--- src/rtl/stopwatch_pkg.sv ---
// Shared definitions for the stopwatch button controller: FSM state encoding
// and the counter-width helper used by the top and the per-button logic.
package stopwatch_pkg;

  localparam logic [2:0] STATE_CLEAR = 3'd0;
  localparam logic [2:0] STATE_IDLE  = 3'd1;
  localparam logic [2:0] STATE_RUN   = 3'd2;
  localparam logic [2:0] STATE_LAP   = 3'd3;
  localparam logic [2:0] STATE_STOP  = 3'd4;

  typedef enum logic [2:0] {
    ST_CLEAR = STATE_CLEAR,
    ST_IDLE  = STATE_IDLE,
    ST_RUN   = STATE_RUN,
    ST_LAP   = STATE_LAP,
    ST_STOP  = STATE_STOP
  } state_e;

  // Bits needed for a counter with n distinct values, never narrower than 1.
  function automatic int cnt_width(input int n);
    if (n <= 2) begin
      return 1;
    end
    return $clog2(n);
  endfunction

endpackage

--- src/rtl/btn_event.sv ---
// One button channel: 2-FF synchronizer, tick-sampled debounce, hold counter
// and short/long press event generation.
module btn_event
  import stopwatch_pkg::*;
#(
  parameter int LONG_TICKS = 200
) (
  input  logic clk,
  input  logic rst,
  input  logic tick,
  input  logic button,
  output logic short_evt,
  output logic long_evt
);

  localparam int HOLD_W = cnt_width(LONG_TICKS + 1);
  localparam logic [HOLD_W-1:0] HOLD_MAX = HOLD_W'(LONG_TICKS);

  logic              sync1_q, sync1_d;
  logic              sync2_q, sync2_d;
  logic              sample_q, sample_d;
  logic              level_q, level_d;
  logic [HOLD_W-1:0] hold_q, hold_d;
  logic              short_q, short_d;
  logic              long_q, long_d;

  always_comb begin
    sync1_d  = button;
    sync2_d  = sync1_q;
    sample_d = sample_q;
    level_d  = level_q;
    hold_d   = hold_q;
    short_d  = 1'b0;
    long_d   = 1'b0;

    if (tick) begin
      sample_d = sync2_q;
      // The level only follows two consecutive agreeing tick samples.
      if (sync2_q == sample_q) begin
        level_d = sync2_q;
      end

      if (!level_q && level_d) begin
        hold_d = '0;
      end else if (level_q && level_d) begin
        if (hold_q < HOLD_MAX) begin
          hold_d = hold_q + HOLD_W'(1);
          long_d = (hold_d == HOLD_MAX);
        end
      end else if (level_q && !level_d) begin
        short_d = (hold_q < HOLD_MAX);
      end
    end
  end

  always_ff @(posedge clk) begin
    if (rst) begin
      sync1_q  <= 1'b0;
      sync2_q  <= 1'b0;
      sample_q <= 1'b0;
      level_q  <= 1'b0;
      hold_q   <= '0;
      short_q  <= 1'b0;
      long_q   <= 1'b0;
    end else begin
      sync1_q  <= sync1_d;
      sync2_q  <= sync2_d;
      sample_q <= sample_d;
      level_q  <= level_d;
      hold_q   <= hold_d;
      short_q  <= short_d;
      long_q   <= long_d;
    end
  end

  assign short_evt = short_q;
  assign long_evt  = long_q;

endmodule

--- src/rtl/stopwatch_button_ctrl.sv ---
// Stopwatch front panel: shared debounce prescaler, one btn_event per button
// and the CLEAR/IDLE/RUN/LAP/STOP control FSM driven by ch0/ch1 events.
module stopwatch_button_ctrl
  import stopwatch_pkg::*;
#(
  parameter int N_BTN      = 2,
  parameter int DBNC_DIV   = 500_000,
  parameter int LONG_TICKS = 200
) (
  input  logic             clk,
  input  logic             rst,
  input  logic [N_BTN-1:0] button,
  output logic [N_BTN-1:0] short_evt,
  output logic [N_BTN-1:0] long_evt,
  output logic             clear,
  output logic             prepare_start,
  output logic             running,
  output logic             lap_freeze
);

  localparam int PRE_W = cnt_width(DBNC_DIV);
  localparam logic [PRE_W-1:0] PRE_MAX = PRE_W'(DBNC_DIV - 1);

  logic [PRE_W-1:0] pre_q, pre_d;
  logic             tick;
  state_e           state_q, state_d;
  logic             prepare_q, prepare_d;

  always_comb begin
    tick  = (pre_q == PRE_MAX);
    pre_d = tick ? '0 : pre_q + PRE_W'(1);
  end

  for (genvar g = 0; g < N_BTN; g++) begin : g_btn
    btn_event #(
      .LONG_TICKS(LONG_TICKS)
    ) u_btn (
      .clk      (clk),
      .rst      (rst),
      .tick     (tick),
      .button   (button[g]),
      .short_evt(short_evt[g]),
      .long_evt (long_evt[g])
    );
  end

  // ch0 is checked before ch1 in every state so a simultaneous ch1 event is dropped.
  always_comb begin
    state_d = state_q;
    if (long_evt[0]) begin
      state_d = ST_CLEAR;
    end else begin
      case (state_q)
        ST_CLEAR: state_d = ST_IDLE;
        ST_IDLE: begin
          if (short_evt[0]) state_d = ST_RUN;
        end
        ST_RUN: begin
          if (short_evt[0])      state_d = ST_STOP;
          else if (short_evt[1]) state_d = ST_LAP;
        end
        ST_LAP: begin
          if (short_evt[0])      state_d = ST_STOP;
          else if (short_evt[1]) state_d = ST_RUN;
        end
        ST_STOP: begin
          if (short_evt[0])      state_d = ST_RUN;
          else if (short_evt[1]) state_d = ST_CLEAR;
        end
        default: state_d = ST_CLEAR;
      endcase
    end
    prepare_d = (state_d == ST_RUN) && ((state_q == ST_IDLE) || (state_q == ST_STOP));
  end

  always_ff @(posedge clk) begin
    if (rst) begin
      pre_q     <= '0;
      state_q   <= ST_CLEAR;
      prepare_q <= 1'b0;
    end else begin
      pre_q     <= pre_d;
      state_q   <= state_d;
      prepare_q <= prepare_d;
    end
  end

  always_comb begin
    clear         = (state_q == ST_CLEAR);
    running       = (state_q == ST_RUN) || (state_q == ST_LAP);
    lap_freeze    = (state_q == ST_LAP);
    prepare_start = prepare_q;
  end

endmodule

--- config.mk ---
export PLATFORM = sky130hd
export DESIGN_NAME = stopwatch_button_ctrl
export DESIGN_NICKNAME = d
export VERILOG_FILES = /design/src/rtl/stopwatch_pkg.sv /design/src/rtl/btn_event.sv /design/src/rtl/stopwatch_button_ctrl.sv
export SDC_FILE = /design/constraint.sdc
export NUM_CORES = 1
export LEC_CHECK = 0
export ABC_AREA = 1
export CORE_UTILIZATION = 60
export DETAILED_ROUTE_END_ITERATION = 16
export HOLD_SLACK_MARGIN = 0.05
export PLACE_DENSITY_LB_ADDON = 0.3
export SLEW_MARGIN = 20
export SYNTH_ARGS = -nofsm -noshare
export SYNTH_HDL_FRONTEND = slang
export SYNTH_SLANG_ARGS = --single-unit
export TNS_END_PERCENT = 100
--- constraint.sdc ---
create_clock -name clk -period 2 [get_ports clk]
set_clock_uncertainty 0.1 [all_clocks]
set_input_delay 0.3 -clock clk [delete_from_list [all_inputs] [get_ports clk]]
set_output_delay 0.3 -clock clk [all_outputs]
set_load 0.01 [all_outputs]
**Run 1: gate-type map**

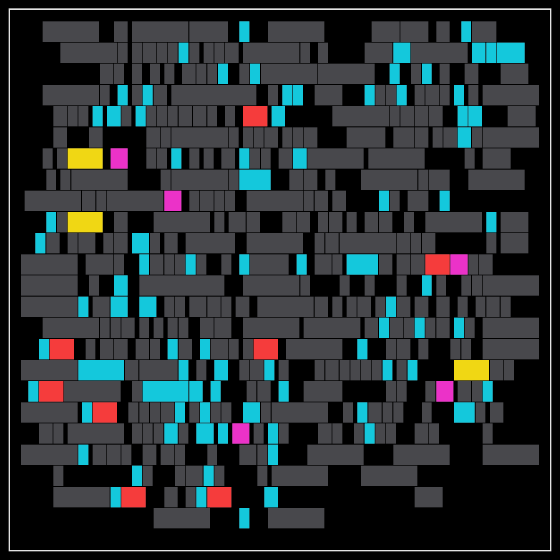
AND and OR gates: drawn in magenta, cells 5, most used or2_2. adder and majority cells: drawn in yellow, cells 3, most used ha_1. NOR gates: drawn in cyan, cells 84, most used nor2_1, where spread over the die. XOR/XNOR gates: drawn in red, cells 8, most used xor2_1.

**Run 1: routing congestion map**

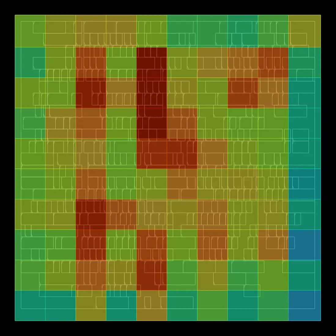
GRT Max-Usage Layer: met2
routed wire length per instance: 11.2 µm

**Run 1: where the registers sit**

The bar under the picture is 20 µm long. Other sequential cells in the stronger gray, the rest of the logic in the fainter gray.
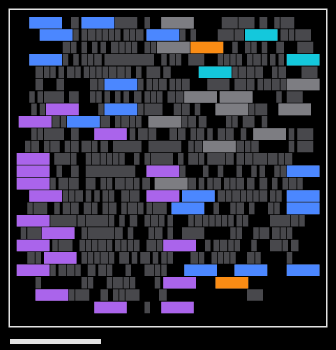
`g_btn.u_btn.hold_q`: drawn in blue, flops 16, where spread over the die. `pre_q`: drawn in purple, flops 19. `g_btn.u_btn.long_evt`: drawn in orange, flops 2. `state_q`: drawn in cyan, flops 3.
Another 11 sequential cells are not colored.

==> run 1: per-stage QoR <==
step | worst slack (ns) | total power, mW | instances | hold WS (ns) | util
final | 0.108 | 1.92 | 486 | 0.323 | 0.695
after CTS | 0.0925 | 1.95 | 486 | 0.324 | 0.693
after detailed placement | 0.184 | 1.11 | 478 | 0.308 | 0.662
after global routing | 0.0110 | 1.99 | 486 | 0.343 | 0.695
after global placement | 0.254 | 1.11 | 478 | 0.296 | 0.662
after floorplan | 0.445 | 1.09 | 421 | 0.288 | -
==> run 1: routing by layer <==
| layer | part of all wire | wire (µm) | GRT usage |
|---|---|---|---|
| met1 | 0.47 | 2570 | 0.310 |
| met2 | 0.47 | 2570 | 0.409 |
| met3 | 0.041 | 225 | 0.0451 |
| met4 | 0.015 | 80 | 0.0839 |
| met5 | 0 | 0 | 0 |
==> run 1: cells by family after synthesis <==
| logic type | after synthesis | share of synthesized area |
|---|---|---|
| compound gates | 50 | 0.0931 |
| xor+xnor | 8 | 0.0257 |
| flops | 51 | 0.374 |
| buf+inv | 72 | 0.107 |
| simple gates | 237 | 0.386 |
| fa+ha+maj | 3 | 0.0138 |
==> run 1: synthesized netlist by cell type (all sizes together) <==
cell type  instances
a21oi             33
nor2              69
nor3b              1
clkbuf             3
nor3              14
dfxtp             51
xnor2              2
and2               2
inv               63
ha                 3
nand4              5
nand3             37
o211ai             1
o21ai             15
buf                6
a31oi              1
or2                3
xor2               6
nand2            106
==> run 1: layout make-up <==
cell class / count / area (µm²) / share of cell area
clock buffers: 6 / 72.6 / 0.0240
clock inverters: 2 / 60.1 / 0.0199
well taps: 52 / 65.1 / 0.0215
multi-input cells: 298 / 1430 / 0.471
repair buffers: 14 / 144 / 0.0476
inverters: 63 / 236 / 0.0782
flip-flops and latches: 51 / 1020 / 0.337
==> run 1: critical path, cell delays in order (launching register included) <==
cell	delay (ns)
dfxtp_1	0.41
inv_1	0.09
nor2_2	0.14
clkdlybuf4s50_1	0.55
==> run 1: worst max path at each step <==
stage                           from                                    end  slack (ns)  depth (start not counted)
2_1_floorplan    pre_q[0]$_SDFF_PP0_  g_btn[0].u_btn.hold_q[1]$_SDFFE_PP0P_        0.45                          8
3_3_place_gp   state_q[1]$_SDFF_PP0_                             lap_freeze        0.25                          5
3_5_place_dp     pre_q[0]$_SDFF_PP0_  g_btn[1].u_btn.hold_q[2]$_SDFFE_PP0P_        0.18                          8
4_1_cts        state_q[2]$_SDFF_PP0_                                  clear        0.09                          2
5_1_grt          pre_q[0]$_SDFF_PP0_  g_btn[0].u_btn.hold_q[2]$_SDFFE_PP0P_        0.01                          8
6_report       state_q[1]$_SDFF_PP0_                                running        0.11                          3
==> run 1: state kept, by name (all words and copies together) (netlist names) <==
name                   flops
g_btn.u_btn.short_evt      2
state_q                    3
prepare_start              1
g_btn.u_btn.sync2_q        2
g_btn.u_btn.sample_q       2
g_btn.u_btn.hold_q        16
g_btn.u_btn.level_q        2
g_btn.u_btn.long_evt       2
pre_q                     19
g_btn.u_btn.sync1_q        2
==> run 1: timing repair <==
action,CTS,global route
resized,2,3
endpoints found under the setup margin,1,8
buffers inserted,0,0
==> impl_metrics.yaml, run 1 <==
# physical design summary
worst_hold_path:
  hp-start: "g_btn[1].u_btn.sync1_q$_SDFF_PP0_"
  hold_depth: 2
  hp-class: "reg -> reg"
  hold_end: "g_btn[1].u_btn.sync2_q$_SDFF_PP0_"
drt:
  viasPerCell: 5.24
  vias: 2546
  drc: 0
  first_pass_iters: 4
  drt-total-wl_um: 5450
  ant_nets: 0
  initialDrtViolationCount: 154
layout:
  layout_top_cell: "nand2_1"
  final_layout_top_logic_cells: "nand2_1, nor2_1, inv_1"
  final_area_um2: 3030
  n_antenna_cell: 0
  fillers: 375
  nets: 440
  drive_above_1_share: 0.0760
  layout-area-overhead-vs-synth_pct: 10.9
critical_path:
  start_kind: "register"
  reg2reg_setup_slack_ns: 0.20
  end_kind: "output port"
  rr_startpoint: "pre_q[0]$_SDFF_PP0_"
  critPathKind: "reg -> out"
  cp_max_fo: 4
  worstPathArrival_ns: 1.49
  reg2reg_to: "g_btn[0].u_btn.hold_q[2]$_SDFFE_PP0P_"
  reg2regPathDepth: 8
  cp_data_required_time_ns: 1.60
job:
  warnings: 26
  drv_cap: 0
timing:
  setup_tns_ns: 0
  rsz0062_at_grt: "false"
  max_freq_ghz: 0.529
  worst_pin_slew_ns: 0.312
  fin_crit_sh: 0.946
  finalCriticalPeriod_ns: 1.89
  final-hold-violation-count: 0
  setup_viol: 0
  report.final.slew_viol_count: 0
  slew_headroom: 0.791
pwr:
  power_combinational_mw: 0.0581
  power_density_nw_per_um2: 635
  p_comb_frac: 0.030
  intPower_mw: 1.55
  p_clk_mw: 0.831
  power-top-group: "sequential cells"
  irDropWorstVdd_uv: 490
  p_sw_mw: 0.373
  p_seq_frac: 0.538
  p_leak_nw: 1.16
  sequentialPower_mw: 1.03
  swShare: 0.194
  clkPwrFrac: 0.432
logic_synthesis:
  yosysUniqueCellTypes: 27
  ys_warn_count: 0
  area_leaders: "dfxtp_1, nand2_1, nor2_1, inv_1, nand3_1"
  yosysTopAreaCellShare: 0.374
  ys_seq_elements: 51
  synthesis.area_um2: 2730
  fp_nets: 428
  synth_chip_area_um2: 2730
  netlist.top_cell.by_area: "dfxtp_1"
  ys_cells: 421
  syn_avg_cell_area_um2: 6.48
  yosysSeqAreaShare: 0.374
  syn-instance-count: 421
place:
  place_area_um2: 2880
  hpwl_um: 3930
  io_buffer_count: 11
  place.gp.congestion: 0.842
clock_tree:
  cts.hold.buffers_added: 0
  clkLatencyLatePin_ns: 0.30
  cts_sinks: 51
  htreeDepth: 2
  root_buffer: "clkbuf_8"
  clkTransAtPathRegs_ns: 0.09
  cts_max_path_buffers: 2
  cts_buffers: 5
  cts_tree: "built"
global_routing:
  antenna_found_initial: 0
  grt_pass1_wl_um: 9650
  overflow: 0
  track_usage: 0.242
  grt_start_max_net_pins: 21
  grt_pass1_vias: 2346
floorplanning:
  die_w_um: 69.4
  die_h_um: 69.4
  row_count: 24
  die_area_um2: 4820
  io_pins: 12
  coreArea_um2: 4350
  initCoreUtil: 0.626
outcome:
  status: "finished, final reports clean"
--- run 2 (diff from run 1) ---
HOLD_SLACK_MARGIN = 0.06   (was 0.05)
**Run 2: routing congestion map**

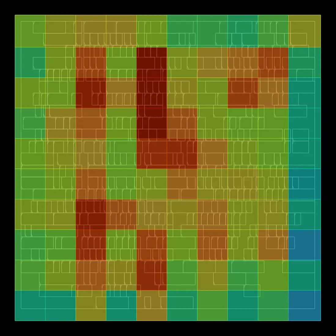
Final Core Density: 0.695
GRT met2 Usage: 0.409
met1 Use GR: 0.310
met3 usage: 0.0451
Tot GR Track Use: 0.242

**Run 2: metal 3**

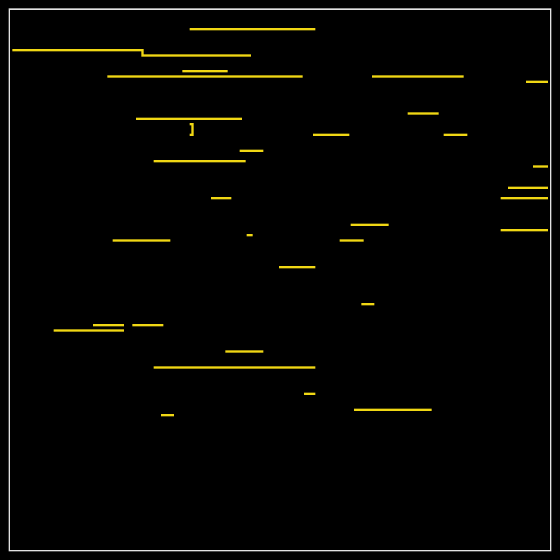
The layer carries 226 µm of wire. 24 nets have wire on it. The layer holds 4.1% of the routed length. The wires run mostly horizontal.

==> run 2 against run 1 <==
Highest routed layer unchanged. Largest cell class unchanged. Sequential cell count stayed put. Cell count stayed put. Non-clock buffer count stayed put. Sequential share of layout area stayed put. Utilization stayed put. Largest power group unchanged. Register-to-register slack hardly changed. Clock power hardly changed. Die size stayed put. Sequential power hardly changed.
==> impl_metrics.yaml, run 2 <==
# physical design summary
pwr:
  p_leak_nw: 1.16
  total_power_mw: 1.92
  p_sw_mw: 0.373
  p_comb_frac: 0.030
  power_density_nw_per_um2: 635
  intPower_mw: 1.55
  swShare: 0.194
  clkPwrFrac: 0.432
  irDropWorstVdd_uv: 490
  p_seq_frac: 0.538
critical_path:
  start_kind: "register"
  reg2regPathDepth: 8
  cp_max_fo: 4
  critPathKind: "reg -> out"
  reg2reg_to: "g_btn[0].u_btn.hold_q[2]$_SDFFE_PP0P_"
  cp_data_required_time_ns: 1.60
  worstPathArrival_ns: 1.49
  rr_startpoint: "pre_q[0]$_SDFF_PP0_"
  end_kind: "output port"
logic_synthesis:
  synth-main-ff-cell: "dfxtp_1"
  common_cells: "nand2_1, nor2_1, inv_1, dfxtp_1, nand3_1"
  ys_sh_simple: 0.386
  ys_seq_elements: 51
  synthAdderAreaFrac: 0.0138
  async_reset_ff_frac: 0
  xor_area_frac: 0.0257
  top_cell: "nand2_1"
  area_leaders: "dfxtp_1, nand2_1, nor2_1, inv_1, nand3_1"
  yosysSeqAreaShare: 0.374
  yosysTopAreaCellShare: 0.374
  syn_avg_cell_area_um2: 6.48
  yosysUniqueCellTypes: 27
  mux_share: 0
  ys_warn_count: 0
  ys_cells: 421
  netlist.top_cell.by_area: "dfxtp_1"
  fp_nets: 428
  synthesis.area_um2: 2730
  aoi_share: 0.0931
layout:
  largest_reg_flops: 19
  layout_top_cell: "nand2_1"
  nets: 440
  drive_above_1_share: 0.0760
  layout-area-overhead-vs-synth_pct: 10.9
  regMostFlops: "pre_q"
  final_layout_top_logic_cells: "nand2_1, nor2_1, inv_1"
  n_antenna_cell: 0
  stdcell_count: 486
timing:
  fin_crit_sh: 0.946
  rsz0062_at_grt: "false"
  setup_viol: 0
  fin_ws_ns: 0.108
  final-hold-violation-count: 0
  finalCriticalPeriod_ns: 1.89
  report.final.slew_viol_count: 0
  hold-worst-slack_ns: 0.323
clock_tree:
  cts_tree: "built"
  clkTransAtPathRegs_ns: 0.09
  clkLatencyLatePin_ns: 0.30
  cts_sinks: 51
  cts_max_path_buffers: 2
  post_cts_buffers: 0
  root_buffer: "clkbuf_8"
outcome:
  status: "finished, final reports clean"
place:
  dp_cells: 478
  io_buffer_count: 11
  place_ws_ns: 0.184
  place.gp.congestion: 0.842
  hpwl_um: 3930
drt:
  initialDrtViolationCount: 154
  drc: 0
  ant_nets: 0
  routedWlPerCell_um: 11.2
  first_pass_iters: 4
  vias: 2546
  viasPerCell: 5.24
job:
  drv_cap: 0
  warnings: 26
worst_hold_path:
  hp-class: "reg -> reg"
  hold_end: "g_btn[1].u_btn.sync2_q$_SDFF_PP0_"
  hold_depth: 2
  hp-start: "g_btn[1].u_btn.sync1_q$_SDFF_PP0_"
global_routing:
  grt_pass1_wl_um: 9650
  grt_pass1_vias: 2346
  grt_start_max_net_pins: 21
  top_usage_layer: "met2"
  overflow: 0
floorplanning:
  coreArea_um2: 4350
  die_w_um: 69.4
  io_pins: 12
  die_h_um: 69.4
-- run 2: cell counts after synthesis --
No cell type changed its count.
-- run 2: metrics by stage --
step	area [µm²]	util
after floorplan	2730	-
after global placement	2880	0.662
after detailed placement	2880	0.662
after CTS	3020	0.693
after global routing	3030	0.695
final	3030	0.695
-- run 2: layout make-up --
cell class                 instances  area (µm²)
clock buffer                       6        72.6
clock inverter                     2        60.1
fill                             375        1330
inverter                          63         236
multi-input combinational        298        1430
sequential                        51        1020
tap                               52        65.1
timing repair buffer              14         144
-- run 2: how the worst max path moves through the flow --
| stage | from | endpoint | slack (ns) |
|---|---|---|---|
| after floorplan | pre_q[0]$_SDFF_PP0_ | g_btn[0].u_btn.hold_q[1]$_SDFFE_PP0P_ | 0.45 |
| after global placement | state_q[1]$_SDFF_PP0_ | lap_freeze | 0.25 |
| after detailed placement | pre_q[0]$_SDFF_PP0_ | g_btn[1].u_btn.hold_q[2]$_SDFFE_PP0P_ | 0.18 |
| after CTS | state_q[2]$_SDFF_PP0_ | clear | 0.09 |
| after global routing | pre_q[0]$_SDFF_PP0_ | g_btn[0].u_btn.hold_q[2]$_SDFFE_PP0P_ | 0.01 |
| final | state_q[1]$_SDFF_PP0_ | running | 0.11 |
-- run 2: repair_timing --
item,4_1_cts,5_1_grt
endpoints found under the setup margin,1,8
pin swaps,0,0
resized,2,3
hold buffers,0,0
gates cloned,0,0
-- run 2: power by group through the flow --
stage / sequential, mW / clock [mW] / combinational, mW
after floorplan: 1.05 / 0 / 0.0364
after global placement: 1.06 / 0 / 0.0563
after detailed placement: 1.06 / 0 / 0.0578
after CTS: 1.03 / 0.854 / 0.0585
after global routing: 1.03 / 0.886 / 0.0671
final: 1.03 / 0.831 / 0.0581
-- run 2: critical path: stages, from the launching register on --
cell and delay [ns]:
dfxtp_1 0.41, inv_1 0.09, nor2_2 0.14, clkdlybuf4s50_1 0.55
-- run 2: cell families after synthesis --
logic type	after synthesis
compound gates	50
simple gates	237
fa+ha+maj	3
xor+xnor	8
flops	51
buf+inv	72
-- run 2: per-layer routing --
| layer | wire [µm] | up-vias |
|---|---|---|
| met3 | 225 | 9 |
| met1 | 2570 | 1132 |
| met2 | 2570 | 54 |
| met4 | 80 | 0 |
| met5 | 0 | - |
| li1 | - | 1351 |
**Run 2: where the registers sit**

The bar under the picture is 20 µm long. Other sequential cells in the stronger gray, the rest of the logic in the fainter gray.
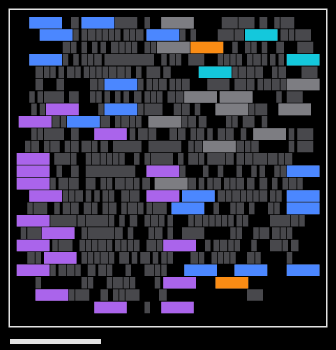

--- run 3 (diff from run 2) ---
CAP_MARGIN = 20   (was default)
clock period = 2.2 ns   (was 2 ns; I/O delays follow)
**Run 3: where the registers sit**

The bar under the picture is 20 µm long. Other sequential cells in the stronger gray, the rest of the logic in the fainter gray.
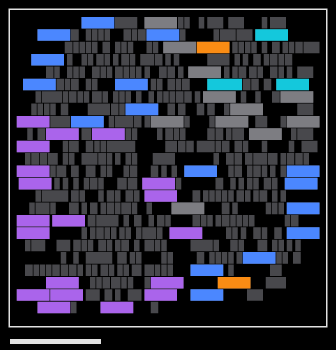
`state_q`: drawn in cyan, flops 3. `g_btn.u_btn.hold_q`: drawn in blue, flops 16, where spread over the die. `pre_q`: drawn in purple, flops 19. `g_btn.u_btn.long_evt`: drawn in orange, flops 2.

==> run 3 against run 2 <==
Critical path depth rose by 2. Power fell by 20%. Highest routed layer unchanged. Utilization fell by 1.7 points. Register-to-register slack improved by 0.14 ns.
==> impl_metrics.yaml, run 3 <==
# physical design summary
floorplanning:
  die_h_um: 69.4
  row_count: 24
  coreArea_um2: 4350
  initCoreUtil: 0.626
  io_pins: 12
  die_w_um: 69.4
  die_area_um2: 4820
critical_path:
  reg2reg_setup_slack_ns: 0.34
  crit_chain: "inv_1, nor2_1, inv_1, nor2_1, clkdlybuf4s50_1"
  endpoint: "lap_freeze"
  end_kind: "output port"
  cp_max_fo: 4
  slowest_delay_ns: 0.55
  rr_startpoint: "pre_q[0]$_SDFF_PP0_"
  reg2regPathDepth: 8
  cp_slowest_cell: "clkdlybuf4s50_1"
  critPathKind: "reg -> out"
  cp_data_required_time_ns: 1.77
  reg2reg_to: "g_btn[1].u_btn.hold_q[7]$_SDFFE_PP0P_"
  start_kind: "register"
  worstPathArrival_ns: 1.68
  startpoint: "state_q[1]$_SDFF_PP0_"
logic_synthesis:
  yosysTopAreaCellShare: 0.374
  ys_cells: 421
  synth_chip_area_um2: 2730
  async_reset_ff_frac: 0
  synth-main-ff-cell: "dfxtp_1"
  area_leaders: "dfxtp_1, nand2_1, nor2_1, inv_1, nand3_1"
  common_cells: "nand2_1, nor2_1, inv_1, dfxtp_1, nand3_1"
  syn-instance-count: 421
  ys_seq_elements: 51
  yosysUniqueCellTypes: 27
  edf_count: 0
  top_cell: "nand2_1"
  netlist.top_cell.by_area: "dfxtp_1"
  fp_nets: 428
  syn_avg_cell_area_um2: 6.48
  ys_warn_count: 0
  synthesis.area_um2: 2730
  yosysSeqAreaShare: 0.374
layout:
  drive_above_1_share: 0.0671
  postLayoutCoreUtil: 0.678
  regMostFlops: "pre_q"
  n_antenna_cell: 0
  largest_reg_flops: 19
  nets: 439
  layout_top_cell: "nand2_1"
  final_layout_top_logic_cells: "nand2_1, nor2_1, inv_1"
  layout-area-overhead-vs-synth_pct: 8.17
  top_regs: "pre_q: 19 flops, g_btn.u_btn.hold_q: 16 flops, state_q: 3 flops"
clock_tree:
  cts_sinks: 51
  htreeDepth: 2
  cts_tree: "built"
  cts_buffers: 5
  root_buffer: "clkbuf_8"
  cts_max_path_buffers: 2
  cts.hold.buffers_added: 0
  clkLatencyLatePin_ns: 0.30
  clkTransAtPathRegs_ns: 0.09
drt:
  vias: 2495
  first_pass_iters: 5
  initialDrtViolationCount: 129
  routedWlPerCell_um: 11.1
  viasPerCell: 5.15
  ant_nets: 0
  drc: 0
  drt-total-wl_um: 5390
outcome:
  status: "finished, final reports clean"
timing:
  slew_headroom: 0.801
  worst_pin_slew_ns: 0.298
  finalCriticalPeriod_ns: 2.11
  setup_viol: 0
  report.final.slew_viol_count: 0
  fin_crit_sh: 0.958
  rsz0062_at_grt: "false"
  max_freq_ghz: 0.474
  setup_tns_ns: 0
  final-hold-violation-count: 0
place:
  hpwl_um: 3950
  io_buffer_count: 11
  place.gp.congestion: 0.832
global_routing:
  grt_pass1_wl_um: 9320
  grt_pass1_vias: 2285
  overflow: 0
  grt_start_max_net_pins: 26
  antenna_found_initial: 0
  track_usage: 0.234
pwr:
  p_leak_nw: 1.12
  irDropWorstVdd_uv: 471
  power_density_nw_per_um2: 518
  total_power_mw: 1.53
job:
  warnings: 26
  drv_cap: 0
worst_hold_path:
  hp-class: "reg -> reg"
**Run 3: M2 wires**

The bar under the picture is 20 µm long.
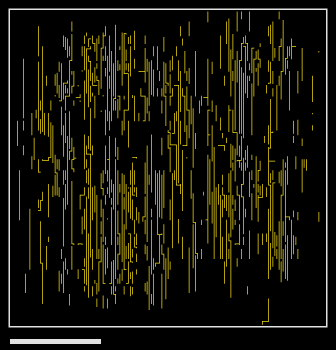
326 nets have wire on it. The layer carries 2570 µm of wire. The wires run mostly vertical. The longest straight run is 26.2 µm. The layer holds 48% of the routed length.

run 3: netlist changes by cell type in the layout (fill, tap and decap cells not counted), sizes merged:
| cell | delta |
|---|---|
| clkdlybuf4s50 | +1 |
| dlygate4sd2 | -1 |
| buf | -1 |
| bufinv | -2 |
| clkinv | +1 |
run 3: worst min path at each step:
stage / start / end / slack (ns) / depth (start not counted)
floorplan: g_btn[0].u_btn.sync1_q$_SDFF_PP0_ / g_btn[0].u_btn.sync2_q$_SDFF_PP0_ / 0.29 / 2
global placement: g_btn[0].u_btn.sync1_q$_SDFF_PP0_ / g_btn[0].u_btn.sync2_q$_SDFF_PP0_ / 0.30 / 2
detailed placement: g_btn[0].u_btn.sync1_q$_SDFF_PP0_ / g_btn[0].u_btn.sync2_q$_SDFF_PP0_ / 0.30 / 2
CTS: g_btn[0].u_btn.sync1_q$_SDFF_PP0_ / g_btn[0].u_btn.sync2_q$_SDFF_PP0_ / 0.31 / 2
global route: g_btn[0].u_btn.sync1_q$_SDFF_PP0_ / g_btn[0].u_btn.sync2_q$_SDFF_PP0_ / 0.32 / 2
finish: g_btn[0].u_btn.sync1_q$_SDFF_PP0_ / g_btn[0].u_btn.sync2_q$_SDFF_PP0_ / 0.30 / 2
run 3: cell type report:
class / count / area (µm²)
fillers: 386 / 1400
clock buffers: 6 / 82.6
clock inverters: 1 / 5.00
inverters: 63 / 236
well taps: 52 / 65.1
flip-flops and latches: 51 / 1020
repair buffers: 13 / 125
multi-input cells: 298 / 1410
run 3: through the flow:
step | cells | area, µm² | hold WS (ns) | setup slack [ns]
6_report | 484 | 2950 | 0.303 | 0.0918
2_1_floorplan | 421 | 2730 | 0.288 | 0.645
3_3_place_gp | 477 | 2860 | 0.296 | 0.419
3_5_place_dp | 477 | 2860 | 0.298 | 0.359
4_1_cts | 484 | 2950 | 0.308 | 0.0367
5_1_grt | 484 | 2950 | 0.325 | 0.0230
run 3: report_power, final:
group	switching, mW	internal [mW]	total (mW)
sequential	0.00708	0.932	0.939
combinational	0.0298	0.0187	0.0485
clock	0.294	0.247	0.542
total	0.331	1.20	1.53
run 3: per-layer routing:
metal / vias up / wire length (µm) / track usage
li1: 1341 / - / -
met1: 1112 / 2600 / 0.303
met2: 34 / 2570 / 0.384
met3: 8 / 146 / 0.0480
met4: 0 / 68 / 0.0862
met5: - / 0 / 0
run 3: kinds of logic after synthesis:
kind of cell,count (synthesis),share of synthesized area
AND-OR/OR-AND,50,0.0931
XOR/XNOR,8,0.0257
adder cells (fa/ha/maj),3,0.0138
buffers and inverters,72,0.107
flip-flops,51,0.374
AND/OR/NAND/NOR,237,0.386
run 3: repair_timing:
action                                  CTS  global route
gates resized                             0             1
buffers inserted                          0             0
endpoints found under the setup margin    0             1
run 3: critical path: cells and delay by family (launching register included):
kind / cells / cell delay, ns
buffers and inverters: 3 / 0.72
flip-flops: 1 / 0.36
AND/OR/NAND/NOR: 2 / 0.30
Power and IR drop assume default switching activity.
